===== src/rtl/htonl_ser.sv =====
// rtl/htonl_ser.sv - bit-serial host-to-network word transmitter with word FIFO
module htonl_ser #(
    parameter int DEPTH = 2
) (
    input  logic        clk,
    input  logic        rst_n,
    input  logic        bclk,
    input  logic [4:0]  counter,
    input  logic [31:0] word_in,
    input  logic        word_valid,
    output logic        word_ready,
    output logic        out,
    output logic        underrun
);

    localparam int AW = (DEPTH > 1) ? $clog2(DEPTH) : 1;
    localparam int CW = AW + 1;

    logic [31:0]   mem_q [DEPTH];
    logic [AW-1:0] wr_ptr_q;
    logic [AW-1:0] rd_ptr_q;
    logic [CW-1:0] count_q;
    logic [CW-1:0] count_d;
    logic [31:0]   act_q;
    logic [31:0]   act_d;
    logic          bclk_prev_q;
    logic          out_q;
    logic          out_d;
    logic          underrun_q;

    logic          play;
    logic          boundary;
    logic          empty;
    logic          full;
    logic          push;
    logic          pop;
    logic [4:0]    bit_idx;
    logic [31:0]   head;
    logic [31:0]   src;

    assign play     = bclk_prev_q && !bclk;
    assign boundary = play && (counter == 5'd0);
    assign empty    = (count_q == '0);
    assign full     = (count_q == CW'(DEPTH));
    assign push     = word_valid && !full;
    assign pop      = boundary && !empty;

    // Network order: byte 0 of the host word goes first, MSB-first within the byte.
    assign bit_idx  = {counter[4:3], ~counter[2:0]};

    always_comb begin
        head    = empty ? 32'd0 : mem_q[rd_ptr_q];
        src     = boundary ? head : act_q;
        act_d   = boundary ? head : act_q;
        out_d   = play ? src[bit_idx] : out_q;
        count_d = count_q;
        case ({push, pop})
            2'b10:   count_d = count_q + CW'(1);
            2'b01:   count_d = count_q - CW'(1);
            default: count_d = count_q;
        endcase
    end

    // Storage needs no reset: validity is tracked entirely by the pointers and count.
    always_ff @(posedge clk) begin
        if (push) begin
            mem_q[wr_ptr_q] <= word_in;
        end
    end

    always_ff @(posedge clk or negedge rst_n) begin
        if (!rst_n) begin
            wr_ptr_q    <= '0;
            rd_ptr_q    <= '0;
            count_q     <= '0;
            act_q       <= 32'd0;
            bclk_prev_q <= 1'b0;
            out_q       <= 1'b0;
            underrun_q  <= 1'b0;
        end else begin
            bclk_prev_q <= bclk;
            if (push) begin
                wr_ptr_q <= wr_ptr_q + AW'(1);
            end
            if (pop) begin
                rd_ptr_q <= rd_ptr_q + AW'(1);
            end
            count_q    <= count_d;
            act_q      <= act_d;
            out_q      <= out_d;
            underrun_q <= boundary && empty;
        end
    end

    assign word_ready = !full;
    assign out        = out_q;
    assign underrun   = underrun_q;

endmodule


===== config.mk =====
export PLATFORM = sky130hd
export DESIGN_NAME = htonl_ser
export DESIGN_NICKNAME = d
export VERILOG_FILES = /design/src/rtl/htonl_ser.sv
export SDC_FILE = /design/constraint.sdc
export NUM_CORES = 1
export LEC_CHECK = 0
export ABC_AREA = 1
export CAP_MARGIN = 20
export CORE_ASPECT_RATIO = 1.25
export CORE_MARGIN = 2
export CORE_UTILIZATION = 60
export CTS_CLUSTER_DIAMETER = 150
export DETAILED_ROUTE_END_ITERATION = 6
export PLACE_DENSITY_LB_ADDON = 0.05
export REMOVE_ABC_BUFFERS = 1
export SLEW_MARGIN = 20
export SYNTH_ARGS = -nofsm -noshare
export SYNTH_HDL_FRONTEND = slang
export SYNTH_SLANG_ARGS = --single-unit

===== constraint.sdc =====
create_clock -name clk -period 4.8 [get_ports clk]
set_input_delay 1.2 -clock clk [delete_from_list [all_inputs] [get_ports clk]]
set_output_delay 1.2 -clock clk [all_outputs]
set_load 0.01 [all_outputs]

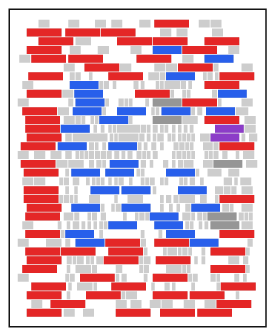
Figure 1: where the registers sit.
- purple: `count_q` (sequential cells 2)
- blue: `act_q` (sequential cells 32)
- red: `mem_q` (sequential cells 64; where spread over the die)
- not coloured: 5

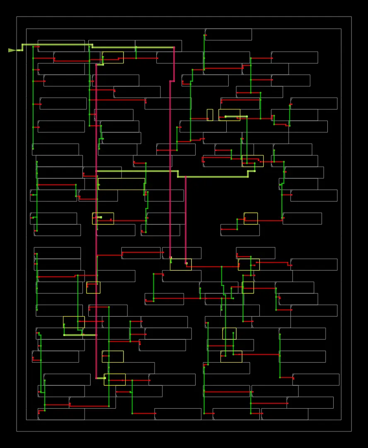
Figure 2: clock wiring as the flow saved it.
clk pwr: 0.000550 W
Inserted Clock Buffers: 9
clk_skew: 11.8 ps
Flop Count: 103

==> impl_metrics.ini <==
; physical design summary
[finish]
instances_no_fill = 515
largestClassByArea = flip-flops and latches

[cts]
cts_setup_buffers = 0
clock_sinks = 103
clock_latency_ps = 380

[detailed_routing]
wl_met1_um = 3240
drt_iter0_drc = 182
dr_total_vias = 2741
viasPerCell = 5.32

[status]
outcome = finished clean

[global_routing]
grt_antenna_before_repair = 0
grt_pass1_wl_um = 13000

[sta]
slew_violations = 0
setup_violations = 0

[synth]
logic_family = simple AND/OR/NAND/NOR gates
syn_area_per_cell_um2 = 11.2
ys_seq_share = 0.682

[setup_path]
worstPathCellList = clkdlybuf4s50_1 -> inv_2 -> nand2_1 -> nor2_1 -> nand2_2 -> nor2_1 -> ha_1 -> a21oi_1 -> o21ai_0 -> xnor2_1
cp.required_ps = 5060
start_kind = input pin
endpoint_kind = register
crit_arrival_ps = 3740

[pwr]
p_comb_w = 0.000496
leakage_nw = 2.05
power_frac_comb = 0.216
vdd_drop_max_uv = 285

[die]
nWellTaps = 90
Power figures rest on the tool's default switching activity, not on a simulated workload.
